==> src/rtl/pipe_pkg.sv <==
// Shared definitions for the inter-stage pipeline register: occupancy encoding and bubble values.
package pipe_pkg;

  typedef enum logic [1:0] {
    ST_EMPTY = 2'd0,
    ST_ONE   = 2'd1,
    ST_TWO   = 2'd2
  } pipe_state_e;

  localparam logic [31:0] NOP_INSTR     = 32'h0000_0000;
  localparam logic [31:0] PIPE_RESET_PC = 32'h0000_3000;

endpackage

==> src/rtl/pipe_entry_reg.sv <==
// One {instr, pc, pc4} entry; bubble load wins over a normal load.
module pipe_entry_reg
  import pipe_pkg::*;
#(
  parameter int                INSTR_W  = 32,
  parameter int                ADDR_W   = 32,
  parameter logic [ADDR_W-1:0] RESET_PC = ADDR_W'(PIPE_RESET_PC)
) (
  input  logic               clk_i,
  input  logic               rst_n_i,
  input  logic               load_i,
  input  logic               bubble_i,
  input  logic [INSTR_W-1:0] instr_i,
  input  logic [ADDR_W-1:0]  pc_i,
  input  logic [ADDR_W-1:0]  pc4_i,
  output logic [INSTR_W-1:0] instr_o,
  output logic [ADDR_W-1:0]  pc_o,
  output logic [ADDR_W-1:0]  pc4_o
);

  localparam logic [ADDR_W-1:0] RESET_PC4 = RESET_PC + ADDR_W'(4);

  logic [INSTR_W-1:0] instr_q;
  logic [ADDR_W-1:0]  pc_q, pc4_q;

  always_ff @(posedge clk_i or negedge rst_n_i) begin
    if (!rst_n_i) begin
      instr_q <= INSTR_W'(NOP_INSTR);
      pc_q    <= RESET_PC;
      pc4_q   <= RESET_PC4;
    end else if (bubble_i) begin
      instr_q <= INSTR_W'(NOP_INSTR);
      pc_q    <= RESET_PC;
      pc4_q   <= RESET_PC4;
    end else if (load_i) begin
      instr_q <= instr_i;
      pc_q    <= pc_i;
      pc4_q   <= pc4_i;
    end
  end

  assign instr_o = instr_q;
  assign pc_o    = pc_q;
  assign pc4_o   = pc4_q;

endmodule

==> src/rtl/pipe_stage_reg.sv <==
// Inter-stage pipeline register with valid/ready handshake, flush-to-bubble,
// optional skid entry (registered in_ready) and a saturating stall counter.
module pipe_stage_reg
  import pipe_pkg::*;
#(
  parameter int                INSTR_W  = 32,
  parameter int                ADDR_W   = 32,
  parameter logic [ADDR_W-1:0] RESET_PC = ADDR_W'(PIPE_RESET_PC),
  parameter bit                SKID     = 1'b1,
  parameter int                CNT_W    = 16
) (
  input  logic               pipe_clk_i,
  input  logic               pipe_rst_n_i,
  input  logic               pipe_flush_i,
  input  logic               pipe_in_valid_i,
  output logic               pipe_in_ready_o,
  input  logic [INSTR_W-1:0] pipe_instr_i,
  input  logic [ADDR_W-1:0]  pipe_pc_i,
  input  logic [ADDR_W-1:0]  pipe_pc4_i,
  output logic               pipe_out_valid_o,
  input  logic               pipe_out_ready_i,
  output logic [INSTR_W-1:0] pipe_instr_o,
  output logic [ADDR_W-1:0]  pipe_pc_o,
  output logic [ADDR_W-1:0]  pipe_pc4_o,
  output logic [CNT_W-1:0]   pipe_stall_cnt_o
);

  pipe_state_e        state_q, state_d;
  logic               in_ready, push, pop, out_valid;
  logic               head_ld, skid_ld, head_from_skid;
  logic [INSTR_W-1:0] skid_instr, head_instr_d;
  logic [ADDR_W-1:0]  skid_pc, skid_pc4, head_pc_d, head_pc4_d;
  logic [CNT_W-1:0]   cnt_q, cnt_d;

  assign out_valid = (state_q != ST_EMPTY);
  assign pop       = out_valid & pipe_out_ready_i;
  assign push      = pipe_in_valid_i & in_ready;

  always_ff @(posedge pipe_clk_i or negedge pipe_rst_n_i) begin
    if (!pipe_rst_n_i) state_q <= ST_EMPTY;
    else               state_q <= state_d;
  end

  // Flush overrides everything: pending input is dropped and head becomes a bubble.
  always_comb begin
    state_d        = state_q;
    head_ld        = 1'b0;
    skid_ld        = 1'b0;
    head_from_skid = 1'b0;
    if (pipe_flush_i) begin
      state_d = ST_EMPTY;
    end else begin
      case (state_q)
        ST_EMPTY: if (push) begin
          head_ld = 1'b1;
          state_d = ST_ONE;
        end
        ST_ONE: begin
          if (push && !pop) begin
            skid_ld = 1'b1;
            state_d = ST_TWO;
          end else if (push && pop) begin
            head_ld = 1'b1;
          end else if (pop) begin
            state_d = ST_EMPTY;
          end
        end
        ST_TWO: if (pop) begin
          head_ld        = 1'b1;
          head_from_skid = 1'b1;
          state_d        = ST_ONE;
        end
        default: state_d = ST_EMPTY;
      endcase
    end
  end

  generate
    if (SKID) begin : g_skid
      logic in_ready_q;
      always_ff @(posedge pipe_clk_i or negedge pipe_rst_n_i) begin
        if (!pipe_rst_n_i) in_ready_q <= 1'b1;
        else               in_ready_q <= (state_d != ST_TWO);
      end
      assign in_ready = in_ready_q;

      pipe_entry_reg #(.INSTR_W(INSTR_W), .ADDR_W(ADDR_W), .RESET_PC(RESET_PC)) u_skid (
        .clk_i   (pipe_clk_i),
        .rst_n_i (pipe_rst_n_i),
        .load_i  (skid_ld),
        .bubble_i(pipe_flush_i),
        .instr_i (pipe_instr_i),
        .pc_i    (pipe_pc_i),
        .pc4_i   (pipe_pc4_i),
        .instr_o (skid_instr),
        .pc_o    (skid_pc),
        .pc4_o   (skid_pc4)
      );
    end else begin : g_noskid
      assign in_ready   = !out_valid | pipe_out_ready_i;
      assign skid_instr = '0;
      assign skid_pc    = '0;
      assign skid_pc4   = '0;
    end
  endgenerate

  assign head_instr_d = head_from_skid ? skid_instr : pipe_instr_i;
  assign head_pc_d    = head_from_skid ? skid_pc    : pipe_pc_i;
  assign head_pc4_d   = head_from_skid ? skid_pc4   : pipe_pc4_i;

  pipe_entry_reg #(.INSTR_W(INSTR_W), .ADDR_W(ADDR_W), .RESET_PC(RESET_PC)) u_head (
    .clk_i   (pipe_clk_i),
    .rst_n_i (pipe_rst_n_i),
    .load_i  (head_ld),
    .bubble_i(pipe_flush_i),
    .instr_i (head_instr_d),
    .pc_i    (head_pc_d),
    .pc4_i   (head_pc4_d),
    .instr_o (pipe_instr_o),
    .pc_o    (pipe_pc_o),
    .pc4_o   (pipe_pc4_o)
  );

  // Counter survives flush; only reset clears it.
  assign cnt_d = (out_valid && !pipe_out_ready_i && !(&cnt_q)) ? cnt_q + CNT_W'(1) : cnt_q;

  always_ff @(posedge pipe_clk_i or negedge pipe_rst_n_i) begin
    if (!pipe_rst_n_i) cnt_q <= '0;
    else               cnt_q <= cnt_d;
  end

  assign pipe_in_ready_o  = in_ready;
  assign pipe_out_valid_o = out_valid;
  assign pipe_stall_cnt_o = cnt_q;

endmodule

==> config.mk <==
export PLATFORM = sky130hd
export DESIGN_NAME = pipe_stage_reg
export DESIGN_NICKNAME = d
export VERILOG_FILES = /design/src/rtl/pipe_pkg.sv /design/src/rtl/pipe_entry_reg.sv /design/src/rtl/pipe_stage_reg.sv
export SDC_FILE = /design/constraint.sdc
export NUM_CORES = 1
export LEC_CHECK = 0
export ABC_AREA = 1
export CORE_MARGIN = 4
export CORE_UTILIZATION = 46
export CTS_CLUSTER_SIZE = 16
export DETAILED_ROUTE_END_ITERATION = 7
export GPL_TIMING_DRIVEN = 0
export HOLD_SLACK_MARGIN = 0.12
export PLACE_DENSITY_LB_ADDON = 0.05
export SYNTH_ARGS = -nofsm -noshare
export SYNTH_HDL_FRONTEND = slang
export SYNTH_SLANG_ARGS = --single-unit
==> constraint.sdc <==
create_clock -name pipe_clk_i -period 1.45 [get_ports pipe_clk_i]
set_input_delay 0.29 -clock pipe_clk_i [delete_from_list [all_inputs] [get_ports pipe_clk_i]]
set_output_delay 0.29 -clock pipe_clk_i [all_outputs]
set_load 0.03 [all_outputs]
Fig. 1: run 1, met3 routing
(2 px per um)
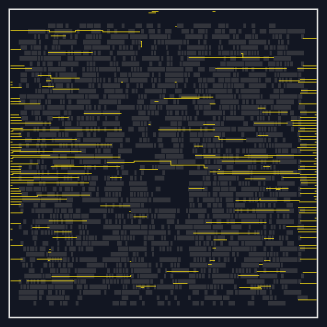
- share of all routed wire: 7.5%
- nets with wire on the layer: 157

Fig. 2: run 1, placed cells, one colour a class
(3 px per um)
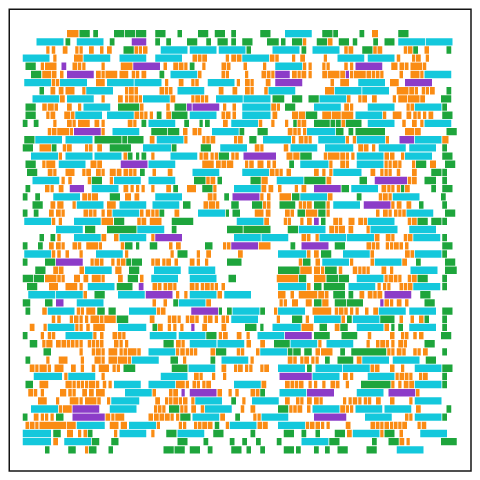
- orange: all other logic (cells 918; share of their area 33%)
- purple: clock drivers and dummy loads (cells 41; share of their area 6.3%)
- green: other buffers and delay cells (cells 307; share of their area 20%)
- cyan: flip-flops (cells 211; share of their area 40%)
Core Util, Final: 0.656
Placement Rows: 52
flop share of the area: 0.394
final instance area: 13,500 um^2

==> run summary, run 1 <==
Non-clk invs = 112
CTS tree = done
N_diodes = 0
Sink Count = 211
Worst hold slack = -0.145 ns
Commonest cells post-synth = nand2_1 (442), dfrtp_1 (200), o21ai_0 (153)
Antenna Violating Nets Remaining = 0
Crit-path max cell delay = 0.55 ns
Crit path cell chain = nand2_4, nor2_4, nand3_4, nor2_4, buf_12, clkbuf_16, nand2_2, o21ai_1
Nature of the critical path endpoint = flop
Mean Syn Cell Area = 8.09 um^2
Met2 Use GR = 0.368
Core Box Area = 20,500 um^2
IO Pins = 215
Cell Int Power = 11,400 uW
GR peak layer = met2
M3 GR Usage = 0.0551
Fin nets = 1,563
Fp_density = 0.475
Vias per inst = 5.05
Ys cells = 1,202
CTS Buffer Depth = 3
Hold Crit Class = input pin to async pin
Fill count = 1,761
Status = finished with violations
Logic share of the area = 0.294
Crit path arrival time = 2.02 ns
Met2 routed WL = 13,400 um
Worst VDD drop = 0.00142 V
DR pass1 iterations = 5
I/O Buffers = 213
Well tap count = 270
First-pass GRT wire length = 45,300 um
HPWL Detailed = 18,700 um
Fmax = 0.625 GHz
Clock share of power = 0.399
Crit-path max FO = 7
CP Depth = 8
Net Sw Frac = 0.285
Gate power share = 0.188
P per Cell Area = 1190 nW/um^2
Num CTS Buffers = 23
Synthesis Warnings = 0
RSZ-0062 raised after global routing = true
Reg2reg end = g_skid.u_skid.pc4_o[7]
Final Hold Viols = 103
Top sig layer = met5
Synth mux share = 0
Yosys xor share = 0.00720
Basic Gates by Area = 0.251
Post-CTS Setup Bufs = 16
DP Worst Slack = -0.614 ns
Die X = 153 um
Reg2reg path depth = 8
Final clock-cell share = 0.0612
Cycle use final = 1.10
Fin crit period = 1.60 ns
Worst setup startpoint = pipe_in_ready_o
Adder Area Share = 0.00129
Root Buffer = clkbuf_16
Synth Register Bits = 211
Post-CTS sizing = 712
Sequential group share of total power = 0.413
Yosys stat area = 9730 um^2
M1 WL = 12,500 um
FFs w/ async S/R, synth = 1.00
Post-synthesis cell area = 9730 um^2
P_leak = 0.00687 uW
Clock buffers = 31
Final setup vio count = 178
Gate Count Post-Synth = 1,202
Worst setup margin = -0.150 ns
Final Skew = 0.00892 ns
Grt met1 use = 0.333
Commonest flop = dfrtp_1
Chip area = 23,500 um^2
Area share, top type = 0.515
Critical Path End = g_skid.u_skid.pc4_o[7]
Layout cells sized above 1 = 0.240
Net count after synthesis = 1,304
Largest net degree at the start of global routing = 113
NonClk Buf Share = 0.194
Routability cong. = 0.809
Largest delay share family, worst path = flip-flops
Vertical die size = 153 um
Clock group = 6380 uW
Req. time, crit path = 1.87 ns
Clk latency late pin = 0.50 ns
Worst Tran Pin Value = 0.871 ns
CP max-delay cell = dfstp_2
Fin. max-slew vios = 0
Non-clk bufs = 307
Critical Setup Path Class = flop to flop
Worst R2R Setup Slack = -0.15 ns
Max_cap viols = 0
Failing checks = negative hold slack, negative setup slack
Biggest consumer = registers
GRT Residual Overflow = 0
Routed wl met3 = 2150 um
Area contributors post-synth = dfrtp_1 (51%), nand2_1 (17%), o21ai_0 (7.9%)
Flip-flops with a built-in enable = 0
Post-route DRC = 0
Max_slew headroom = 0.419
Top non-seq family = simple AND/OR/NAND/NOR gates
Seq cells = 211
Cell type with the largest total area = dfrtp_1
Initial drt markers = 525
Log Warnings = 35
Seq/Total Area, Yosys = 0.544
Fig. 3: run 1, wiring heat map
(2 px per um) The die is cut into 31 by 31 equal tiles; dark purple is low, yellow is high, scaled to the fullest tile. Values are wire area over tile area, all layers added.
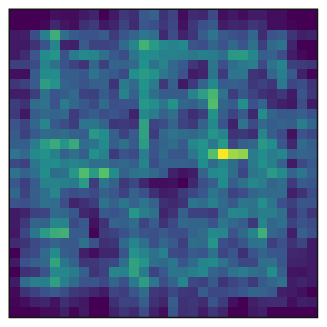
- nearly empty tiles: 4.2%
- tiles over half the peak: 5.7%
- mean over tiles: 0.20
- fullest tile: 0.73
routed wire length: 28,600 um
drt wl/cell: 16.4 um
All-Layer GR Usage: 0.233
total number of vias: 8,830

Fig. 4: run 1, cell sizes after repair
(2 px per um)
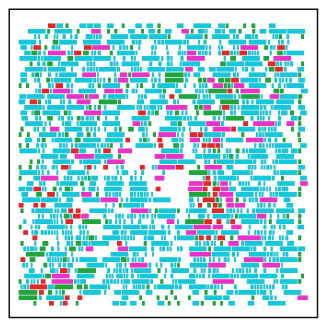
- green: drive 2 (cells 205; share 14%; most used buf_2)
- cyan: drive 1 or less (cells 1,122; share 76%; most used nand2_1)
- magenta: drive 6 and up (cells 79; share 5.3%; most used clkbuf_16)
- red: drive 3 to 4 (cells 71; share 4.8%; most used buf_4)
Area Overhead vs Synth: 38.3%
worst setup margin: -0.150 ns

[run 1: through the flow]
step | TNS, ns | power (uW) | cells | cell area [um^2] | utilization
5_1_grt | -29.06 | 16700 | 1747 | 13500 | 0.656
2_1_floorplan | -8.82 | 8260 | 1202 | 9790 | -
3_5_place_dp | -104.04 | 9690 | 1686 | 12300 | 0.600
3_3_place_gp | -1984.03 | 9640 | 1685 | 12300 | 0.598
4_1_cts | -9.74 | 16000 | 1745 | 13100 | 0.638
6_report | -14.28 | 16000 | 1747 | 13500 | 0.656
[run 1: placed cells by master (no fill, tap or decap), types with 26 or more instances in the layout]
cell,n
clkdlybuf4s50_1,98
nand2_2,26
buf_4,27
buf_2,105
nand2_1,394
nand3_1,111
o21ai_0,74
dfrtp_1,193
o21ai_1,97
inv_1,109
o21ai_2,30
==> run 1 -> run 2 <==
--- a/config.mk
+++ b/config.mk
@@ -12,6 +12,7 @@
 export DETAILED_ROUTE_END_ITERATION = 7
 export GPL_TIMING_DRIVEN = 0
 export HOLD_SLACK_MARGIN = 0.12
+export MAX_ROUTING_LAYER = met4
 export PLACE_DENSITY_LB_ADDON = 0.05
 export SYNTH_ARGS = -nofsm -noshare
 export SYNTH_HDL_FRONTEND = slang
Fig. 5: run 2, cell sizes after repair
(2 px per um)
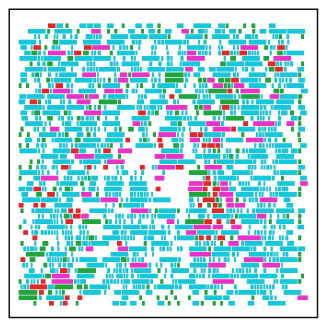
- magenta: drive 6 and up (cells 79; share 5.3%; most used clkbuf_16)
- green: drive 2 (cells 205; share 14%; most used buf_2)
- red: drive 3 to 4 (cells 71; share 4.8%; most used buf_4)
- cyan: drive 1 or less (cells 1,122; share 76%; most used nand2_1)

Fig. 6: run 2, met3 routing
(2 px per um)
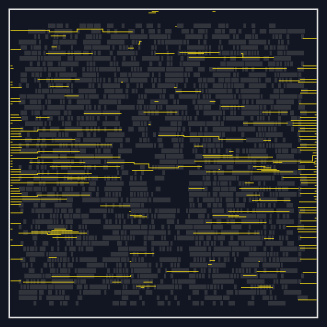
- nets with wire on the layer: 167
- longest straight run: 59.1 um
total number of vias: 8,891
routed wire length: 28,600 um
M3 GR Usage: 0.0520

==> run summary, run 2 <==
Post-route DRC = 0
Logic share of the area = 0.294
Post-route setup TNS = -14.38 ns
Vertical die size = 153 um
Worst hold slack = -0.146 ns
Reg2reg end = g_skid.u_skid.pc4_o[7]
Placement Rows = 52
Root Buffer = clkbuf_16
Ys cells = 1,202
Top cell excl fill/tap = nand2_1
Sink Count = 211
DR pass1 iterations = 5
Reg2reg path depth = 8
FFs w/ async S/R, synth = 1.00
Post-synthesis cell area = 9730 um^2
Area share, top type = 0.515
Final Skew = 0.00971 ns
Post-CTS sizing = 712
RSZ-0062 raised after global routing = true
Final setup vio count = 177
CTS Buffer Depth = 3
I/O Buffers = 213
Seq/Total Area, Yosys = 0.544
Req. time, crit path = 1.88 ns
Pwr Total = 16,000 uW
Final Hold Viols = 103
Net count after synthesis = 1,304
All-Layer GR Usage = 0.240
Non-clk invs = 112
Max_slew headroom = 0.419
N_diodes = 2
Worst VDD drop = 0.00143 V
Critical Path End = g_skid.u_skid.pc4_o[7]
Area after DPL = 12,300 um^2
Layout cells sized above 1 = 0.240
Seq cells = 211
CTS tree = done
Crit path arrival time = 2.02 ns
Non-clk bufs = 307
Flip-flops with a built-in enable = 0
GRT Residual Overflow = 0
Hold Crit Class = input pin to async pin
Area Overhead vs Synth = 38.4%
Routability cong. = 0.821
Die X = 153 um
First-pass GRT wire length = 45,300 um
P_leak = 0.00687 uW
Commonest cells post-synth = nand2_1 (442), dfrtp_1 (200), o21ai_0 (153)
Fin crit period = 1.59 ns
Synthesis Warnings = 0
Log Warnings = 35
Well tap count = 270
Final clock-cell share = 0.0612
Fill count = 1,759
Fin nets = 1,563
Status = finished with violations
Area contributors post-synth = dfrtp_1 (51%), nand2_1 (17%), o21ai_0 (7.9%)
Failing checks = negative hold slack, negative setup slack
Worst setup margin = -0.145 ns
Worst Tran Pin Value = 0.871 ns
Crit-path max FO = 7
Worst setup startpoint = pipe_in_ready_o
Num CTS Buffers = 23
Largest delay share family, worst path = flip-flops
Flop share of the area = 0.394
Crit path cell chain = nand2_4, nor2_4, nand3_4, nor2_4, buf_12, clkbuf_16, nand2_2, o21ai_1
Fin. max-slew vios = 0
Yosys stat area = 9730 um^2
Max_cap viols = 0
NonClk Buf Share = 0.194
CP max-delay cell = dfstp_2
Cycle use final = 1.10
P per Cell Area = 1190 nW/um^2
-- run 2: cell counts after synthesis --
No cell type changed its count.
-- run 2: kinds of logic after synthesis --
group,share of synthesized area
and+or+nand+nor,0.251
DFF,0.544
AOI/OAI and AO/OA,0.107
buffers and inverters,0.0893
xor gates and xnor gates,0.00720
adders and majority gates,0.00129
-- run 2: where the power goes --
part / internal (uW) / switching (uW) / total [uW]
Combinational: 1140 / 1880 / 3020
Clock: 4000 / 2390 / 6390
Sequential: 6300 / 304 / 6610
Total: 11400 / 4580 / 16000
-- run 2: metal layers --
metal | vias to the layer above | track usage | wire (um)
met2 | 277 | 0.367 | 13400
li1 | 4336 | - | -
met4 | 0 | 0.0467 | 481
met1 | 4249 | 0.336 | 12500
met5 | - | - | 0
met3 | 29 | 0.0520 | 2180
==> run 2 -> run 3 <==
==> constraint.sdc (replaced) <==
create_clock -name pipe_clk_i -period 1.45 [get_ports pipe_clk_i]
set_input_delay 0.29 -clock pipe_clk_i [delete_from_list [all_inputs] [get_ports pipe_clk_i]]
set_output_delay 0.29 -clock pipe_clk_i [all_outputs]
set_load 0.05 [all_outputs]
Fig. 7: run 3, the clock network
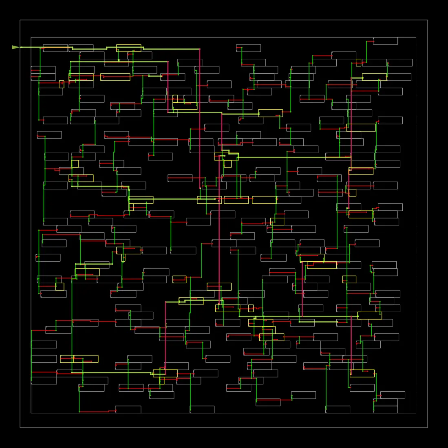
Seq cells: 211
clock buffers: 31
Final Skew: 0.0185 ns

Fig. 8: run 3, placed cells, one colour a class
(3 px per um)
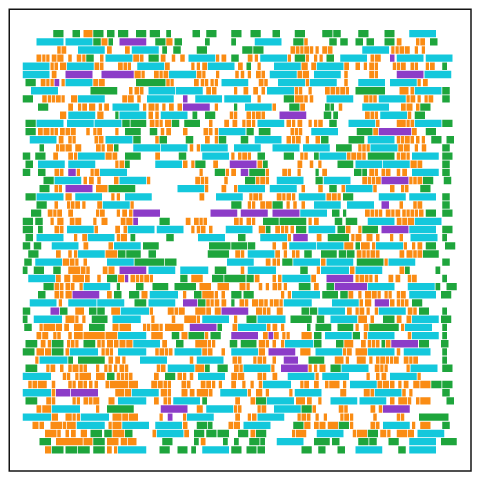
- purple: clock drivers and dummy loads (cells 44; share of their area 6.2%)
- green: other buffers and delay cells (cells 320; share of their area 23%)
- cyan: flip-flops (cells 211; share of their area 39%)
- orange: all other logic (cells 918; share of their area 33%)
flop share of the area: 0.378
final instance area: 14,100 um^2

==> run summary, run 3 <==
Worst VDD drop = 0.00140 V
Net Sw Frac = 0.313
Top sig layer = met4
Initial drt markers = 405
Basic Gates by Area = 0.251
NetSw = 5320 uW
Worst hold slack = -0.180 ns
Clock group = 6460 uW
Routed wire length = 29,100 um
Post-synthesis cell area = 9730 um^2
Area after DPL = 12,400 um^2
Core Util, Final = 0.687
Sink Count = 211
Crit path arrival time = 2.02 ns
Worst Tran Pin Value = 0.794 ns
CTS tree = done
Gate power share = 0.229
Pwr Total = 17,000 uW
Aoi/oai-family share of the synthesized area = 0.107
Reg-to-reg startpoint = pipe_in_ready_o
Total number of vias = 9,022
Post-route DRC = 0
GRT Residual Overflow = 0
Req. time, crit path = 1.88 ns
Adder Area Share = 0.00129
Critical Setup Path Class = flop to flop
Worst setup startpoint = pipe_in_ready_o
Log Warnings = 37
Commonest cells post-synth = nand2_1 (442), dfrtp_1 (200), o21ai_0 (153)
Routability cong. = 0.817
P per Cell Area = 1210 nW/um^2
Largest delay share family, worst path = simple AND/OR/NAND/NOR gates
Root Buffer = clkbuf_16
Hold Crit Class = input pin to async pin
Synthesis Warnings = 0
Routed wl met3 = 1770 um
Chip area = 23,500 um^2
Layout cells sized above 1 = 0.288
GR peak layer = met2
Grt met1 use = 0.322
DP Worst Slack = -0.687 ns
Commonest flop = dfrtp_1
Nature of the critical path startpoint = flop
RSZ-0062 raised after global routing = true
Combinational gate power = 3900 uW
Vertical die size = 153 um
Cell type with the largest total area = dfrtp_1
H-tree depth = 1
Top-count cell post-synth = nand2_1
Number of buffers inserted by hold repair at cts = 1
Max_cap viols = 0
Drt wl/cell = 16.5 um
CP Depth = 8
Reg2reg end = g_skid.u_skid.pc4_o[29]
Max_slew headroom = 0.471
CTS Buffer Depth = 3
First-pass GRT wire length = 45,300 um
Synth Register Bits = 211
Die X = 153 um
Nature of the critical path endpoint = flop
HPWL Detailed = 18,800 um
Final setup vio count = 209
Cycle use final = 1.10
Reg2reg path depth = 8
Antenna Violating Nets Remaining = 0
FFs w/ async S/R, synth = 1.00
Area Overhead vs Synth = 44.7%
M3 GR Usage = 0.0368
Crit-path max cell delay = 0.54 ns
Met2 routed WL = 14,200 um
Clock share of power = 0.379
IO Pins = 215
Post-Place Cells = 1,686
Final Hold Viols = 101
Cell Count, Final, Fillers Out = 1,765
Yosys xor share = 0.00720
Crit path cell chain = nand2_2, nor2_2, nand3_2, nor2_4, buf_12, buf_8, nand2_1, o21ai_1
Yosys stat area = 9730 um^2
M1 WL = 12,500 um
Worst R2R Setup Slack = -0.14 ns
Num CTS Buffers = 24
Sequential power = 6660 uW
Seq/Total Area, Yosys = 0.544
Status = finished with violations
Fmax = 0.627 GHz
Fin crit period = 1.59 ns
Crit-path max FO = 9
WP buf/inv = 2
Fin. max-slew vios = 0
Failing checks = negative hold slack, negative setup slack
Gate Count Post-Synth = 1,202
Cell Type Count = 28
Critical Path End = g_skid.u_skid.pc4_o[29]
Placement Rows = 52
Ys cells = 1,202
Biggest consumer = registers
Sequential group share of total power = 0.391
Top cell excl fill/tap = nand2_1
Core Box Area = 20,500 um^2
Clk slew on worst S/H paths = 0.06 ns
Cell Int Power = 11,700 uW
Post-route setup TNS = -14.74 ns
Worst setup margin = -0.145 ns
Mean Syn Cell Area = 8.09 um^2
Synth mux share = 0
DR pass1 iterations = 6
Area contributors post-synth = dfrtp_1 (51%), nand2_1 (17%), o21ai_0 (7.9%)
Met2 Use GR = 0.386
Largest net degree at the start of global routing = 111
Fin nets = 1,577
Fp_density = 0.475
Top non-seq family = simple AND/OR/NAND/NOR gates
Area share, top type = 0.515
Antenna violations before repair = 1
Clk latency late pin = 0.52 ns
P_leak = 0.00693 uW
Flip-flops with a built-in enable = 0
Vias in the first global route = 8,654
CP max-delay cell = dfstp_2
Most numerous logic cells after layout = nand2_1 (350), dfrtp_1 (184), inv_1 (108)
All-Layer GR Usage = 0.240
Vias per inst = 5.11
Net count after synthesis = 1,304
I/O Buffers = 213
Fill count = 1,717
==> run 3: cell type report <==
class / count / area [um^2] / area share
antenna: 2 / 5.00 / 0.000356
timing repair buffer: 248 / 2420 / 0.172
buffer: 72 / 677 / 0.0481
sequential: 211 / 5310 / 0.378
inverter: 112 / 420 / 0.0299
multi-input combinational: 806 / 4050 / 0.288
clock buffer: 31 / 698 / 0.0496
clock inverter: 13 / 151 / 0.0108
tap: 270 / 338 / 0.0240
==> run 3: repair_timing <==
action                     4_1_cts  5_1_grt
gates resized                  742      204
hold endpoints to repair       102      101
buffers inserted                14        7
setup endpoints to repair      321      261
pin swaps                        7       10
gates cloned                     4        8
Power and IR drop assume default switching activity.
